**src/rtl/pmod_jstk_scheduler.sv**
```systemverilog
// rtl/pmod_jstk_scheduler.sv - round-robin SPI poller for two PmodJSTK joysticks on one bus
module pmod_jstk_scheduler #(
  parameter int SCK_HALF = 25,
  parameter int CS_SETUP = 750,
  parameter int BYTE_GAP = 500,
  parameter int IDLE_GAP = 50000
) (
  input  logic       clk50M,
  input  logic       reset_n,
  input  logic       enable,
  input  logic [1:0] led0,
  input  logic [1:0] led1,
  input  logic       miso,
  output logic       sck,
  output logic       mosi,
  output logic       cs0,
  output logic       cs1,
  output logic [9:0] y0,
  output logic [9:0] y1,
  output logic [1:0] btn0,
  output logic [1:0] btn1,
  output logic       upd,
  output logic       upd_dev
);

  // Phase counter spans one full SCK period (low half then high half).
  localparam int PH_MAX  = 2 * SCK_HALF - 1;
  localparam int PH_W    = (PH_MAX < 2) ? 1 : $clog2(PH_MAX + 1);
  // One counter serves both the CS setup and the inter-byte gap.
  localparam int CNT_MAX = ((CS_SETUP > BYTE_GAP) ? CS_SETUP : BYTE_GAP) - 1;
  localparam int CNT_W   = (CNT_MAX < 2) ? 1 : $clog2(CNT_MAX + 1);
  // The DONE cycle is already the first CS-high cycle, so IDLE waits two
  // fewer counts than IDLE_GAP to make CS-rise to CS-fall exactly IDLE_GAP.
  localparam int IDLE_TGT = (IDLE_GAP >= 2) ? IDLE_GAP - 2 : 0;
  localparam int IDLE_W   = (IDLE_TGT < 2) ? 1 : $clog2(IDLE_TGT + 1);

  typedef enum logic [2:0] {
    S_IDLE,
    S_SETUP,
    S_SHIFT,
    S_GAP,
    S_DONE
  } state_t;

  state_t              state_q, state_d;
  logic [IDLE_W-1:0]   idle_q, idle_d;
  logic [CNT_W-1:0]    cnt_q, cnt_d;
  logic [PH_W-1:0]     ph_q, ph_d;
  logic [5:0]          bit_q, bit_d;
  logic [7:0]          tx_q, tx_d;
  // Only r2..r4 matter; earlier bytes shift out of the top.
  logic [23:0]         rx_q, rx_d;
  logic                sel_q, sel_d;
  logic                upd_dev_q, upd_dev_d;
  logic [9:0]          y0_q, y0_d, y1_q, y1_d;
  logic [1:0]          btn0_q, btn0_d, btn1_q, btn1_d;
  logic                idle_done;
  logic                cs_active;

  assign idle_done = (idle_q == IDLE_W'(IDLE_TGT));

  // Next-state logic: transaction sequencing, bit shifting and result capture.
  always_comb begin
    state_d   = state_q;
    idle_d    = idle_q;
    cnt_d     = cnt_q;
    ph_d      = ph_q;
    bit_d     = bit_q;
    tx_d      = tx_q;
    rx_d      = rx_q;
    sel_d     = sel_q;
    upd_dev_d = upd_dev_q;
    y0_d      = y0_q;
    y1_d      = y1_q;
    btn0_d    = btn0_q;
    btn1_d    = btn1_q;
    case (state_q)
      S_IDLE: begin
        if (!idle_done) begin
          idle_d = idle_q + 1'b1;
        end else if (enable) begin
          state_d = S_SETUP;
          cnt_d   = '0;
          tx_d    = {6'b100000, (sel_q ? led1 : led0)};
        end
      end
      S_SETUP: begin
        if (cnt_q == CNT_W'(CS_SETUP - 1)) begin
          state_d = S_SHIFT;
          cnt_d   = '0;
          ph_d    = '0;
          bit_d   = '0;
        end else begin
          cnt_d = cnt_q + 1'b1;
        end
      end
      S_SHIFT: begin
        // Sample on the clock edge that raises SCK.
        if (ph_q == PH_W'(SCK_HALF - 1)) begin
          rx_d = {rx_q[22:0], miso};
        end
        if (ph_q == PH_W'(PH_MAX)) begin
          ph_d = '0;
          if (bit_q == 6'd39) begin
            // Results are loaded on entry to DONE so they are valid while upd is high.
            state_d   = S_DONE;
            upd_dev_d = sel_q;
            if (sel_q) begin
              y1_d   = {rx_q[9:8], rx_q[23:16]};
              btn1_d = rx_q[2:1];
            end else begin
              y0_d   = {rx_q[9:8], rx_q[23:16]};
              btn0_d = rx_q[2:1];
            end
          end else begin
            bit_d = bit_q + 1'b1;
            if (bit_q[2:0] == 3'd7) begin
              state_d = S_GAP;
              cnt_d   = '0;
            end
          end
        end else begin
          ph_d = ph_q + 1'b1;
        end
      end
      S_GAP: begin
        if (cnt_q == CNT_W'(BYTE_GAP - 1)) begin
          state_d = S_SHIFT;
          cnt_d   = '0;
          ph_d    = '0;
        end else begin
          cnt_d = cnt_q + 1'b1;
        end
      end
      S_DONE: begin
        state_d = S_IDLE;
        idle_d  = '0;
        sel_d   = ~sel_q;
      end
      default: begin
        state_d = S_IDLE;
      end
    endcase
  end

  // State register; reset discards any transaction in flight.
  always_ff @(posedge clk50M) begin
    if (!reset_n) begin
      state_q   <= S_IDLE;
      idle_q    <= IDLE_W'(IDLE_TGT);
      cnt_q     <= '0;
      ph_q      <= '0;
      bit_q     <= '0;
      tx_q      <= '0;
      rx_q      <= '0;
      sel_q     <= 1'b0;
      upd_dev_q <= 1'b0;
      y0_q      <= 10'd512;
      y1_q      <= 10'd512;
      btn0_q    <= 2'b00;
      btn1_q    <= 2'b00;
    end else begin
      state_q   <= state_d;
      idle_q    <= idle_d;
      cnt_q     <= cnt_d;
      ph_q      <= ph_d;
      bit_q     <= bit_d;
      tx_q      <= tx_d;
      rx_q      <= rx_d;
      sel_q     <= sel_d;
      upd_dev_q <= upd_dev_d;
      y0_q      <= y0_d;
      y1_q      <= y1_d;
      btn0_q    <= btn0_d;
      btn1_q    <= btn1_d;
    end
  end

  assign cs_active = (state_q == S_SETUP) || (state_q == S_SHIFT) || (state_q == S_GAP);
  assign cs0       = ~(cs_active & ~sel_q);
  assign cs1       = ~(cs_active & sel_q);
  assign sck       = (state_q == S_SHIFT) && (ph_q >= PH_W'(SCK_HALF));
  // Only byte 0 carries data; bytes 1..4 are zero.
  assign mosi      = (state_q == S_SHIFT) && (bit_q < 6'd8) && tx_q[3'd7 - bit_q[2:0]];
  assign upd       = (state_q == S_DONE);
  assign upd_dev   = upd_dev_q;
  assign y0        = y0_q;
  assign y1        = y1_q;
  assign btn0      = btn0_q;
  assign btn1      = btn1_q;

endmodule

```
**config.mk**
```make
export PLATFORM = sky130hd
export DESIGN_NAME = pmod_jstk_scheduler
export DESIGN_NICKNAME = d
export VERILOG_FILES = /design/src/rtl/pmod_jstk_scheduler.sv
export SDC_FILE = /design/constraint.sdc
export NUM_CORES = 1
export LEC_CHECK = 0
export CAP_MARGIN = 30
export CORE_MARGIN = 4
export CORE_UTILIZATION = 57
export DETAILED_ROUTE_END_ITERATION = 7
export PLACE_DENSITY_LB_ADDON = 0.1
export SYNTH_ARGS = -nofsm -noshare
export SYNTH_HDL_FRONTEND = slang
export SYNTH_SLANG_ARGS = --single-unit
```
**constraint.sdc**
```tcl
create_clock -name clk50M -period 2.35 [get_ports clk50M]
set_clock_uncertainty 0.05 [all_clocks]
set_input_delay 0.47 -clock clk50M [delete_from_list [all_inputs] [get_ports clk50M]]
set_output_delay 0.47 -clock clk50M [all_outputs]
set_load 0.01 [all_outputs]
```
Sequential cells coloured by netlist name:
Other sequential cells in the stronger grey, the rest of the logic in the fainter grey.
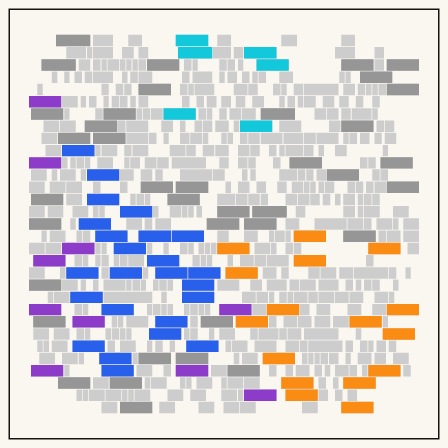
legend:
  purple:
    name_in_the_netlist: y1
    flops: 10
  cyan:
    name_in_the_netlist: bit_q
    flops: 6
    where: north
  blue:
    name_in_the_netlist: rx_q
    flops: 24
  orange:
    name_in_the_netlist: idle_q
    flops: 16
not coloured: 38
P_seq: 1.74 mW
FF/Latch Area: 0.00189 mm^2
sequential share of cell area: 0.371

==> ci_impl_report.md <==
### Metrics collected by this job

| Metric | Value |
|---|---|
| Status | complete, no violations |
| Number of global-route vias before repair | 3505 |
| CP endpoint kind | output port |
| Top cells by area | dfxtp_1 (43%), nand2_1 (6.6%), mux2i_1 (6.0%), a21oi_1 (5.7%), nor2_1 (4.8%) |
| Synth Area in Compound Gates | 0.145 |
| Fin util | 0.694 |
| Slew margin rel. | 0.495 |
| Worst setup path startpoint | sel_q$_SDFFE_PN0P_ |
| M2 GR Usage | 0.359 |
| Post-synth top cells | dfxtp_1 (94), nand2_1 (76), nor2_1 (55) |
| Internal power | 2.51 mW |
| Clock network power share | 0.300 |
| Tool Warnings | 31 |
| DP Worst Slack | 0.0644 ns |
| PwrDens | 720 mW/mm^2 |
| Worst Min Path Start | rx_q[11]$_SDFFE_PN0P_ |
| Total number of H-tree levels | 3 |
| Critical path arrival | 1.72 ns |
| Area grow syn2layout | 17.4% |
| Core Region | 0.00733 mm^2 |
| Post-CTS Hold Fix Bufs | 0 |
| Placed instance area | 0.00487 mm^2 |
| First-pass GRT wire length | 16.0 mm |
| Die Height | 95.2 um |
| Worst Slack Setup Final | 0.110 ns |
| Adder share | 0.0289 |
| Hold Path Depth | 2 |
| Top Family by Delay on Critical Path | buffers and inverters |
| Antenna diode count | 0 |
| Syn Area/Cell | 8.53 um^2 |
| Post-synth EDFFs | 0 |
| Max Fclk | 0.446 GHz |
| Largest net degree at the start of global routing | 59 |
| Top FF cell, synth | dfxtp_1 |
| Slowest cell on crit path | clkdlybuf4s50_1 |
| WL per Instance | 14.6 um |
| Number of flip-flops in the largest register | 24 |
| Post-CTS Setup Bufs | 0 |
| Syn Inst Count | 508 |
| Sw Share | 0.316 |
| Root Buffer | clkbuf_8 |
| Worst reg2reg startpoint | idle_q[4]$_SDFFE_PN0P_ |
| Detailed-route via count | 3718 |
| Xor/xnor share | 0.0242 |
| Initial Util | 0.591 |
| R2R Setup Slk | 0.28 ns |
| Final non-filler cell area | 0.00509 mm^2 |
| Register-to-Register Path Depth | 5 |
Clock wiring as the flow saved it:
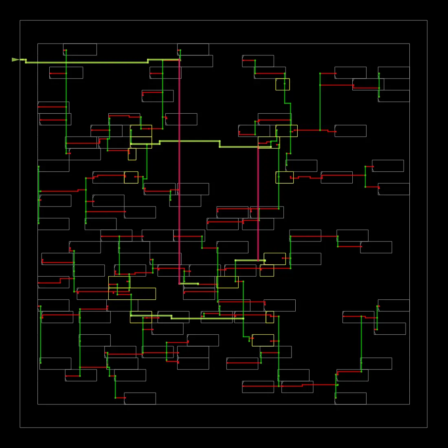
Clock Sink Count: 94
Num CTS Buffers: 9

## worst max-delay path by stage
stage | endpoint | slack (ns)
global placement | cnt_q[4]$_SDFFE_PN0P_ | 0.11
floorplan | y1[9]$_SDFFE_PN1P_ | 0.39
finish | cs0 | 0.11
CTS | upd | 0.07
global route | cs0 | 0.04
detailed placement | cnt_q[7]$_SDFFE_PN0P_ | 0.06
## final cells by class
type	instances	area (um^2)
clock inverter	7	77.6
timing repair buffer	56	536
clock buffer	9	124
multi-input combinational	375	2290
inverter	13	48.8
tap	99	124
sequential	94	1890
fill	611	2240
## power groups by stage
stage	sequential [mW]	clock (mW)	combinational, mW
floorplan	1.73	0	0.602
global placement	1.76	0	0.804
detailed placement	1.76	0	0.815
CTS	1.73	1.11	0.823
global route	1.75	1.19	0.921
finish	1.74	1.10	0.826
Power is estimated from default activity; no workload was simulated.
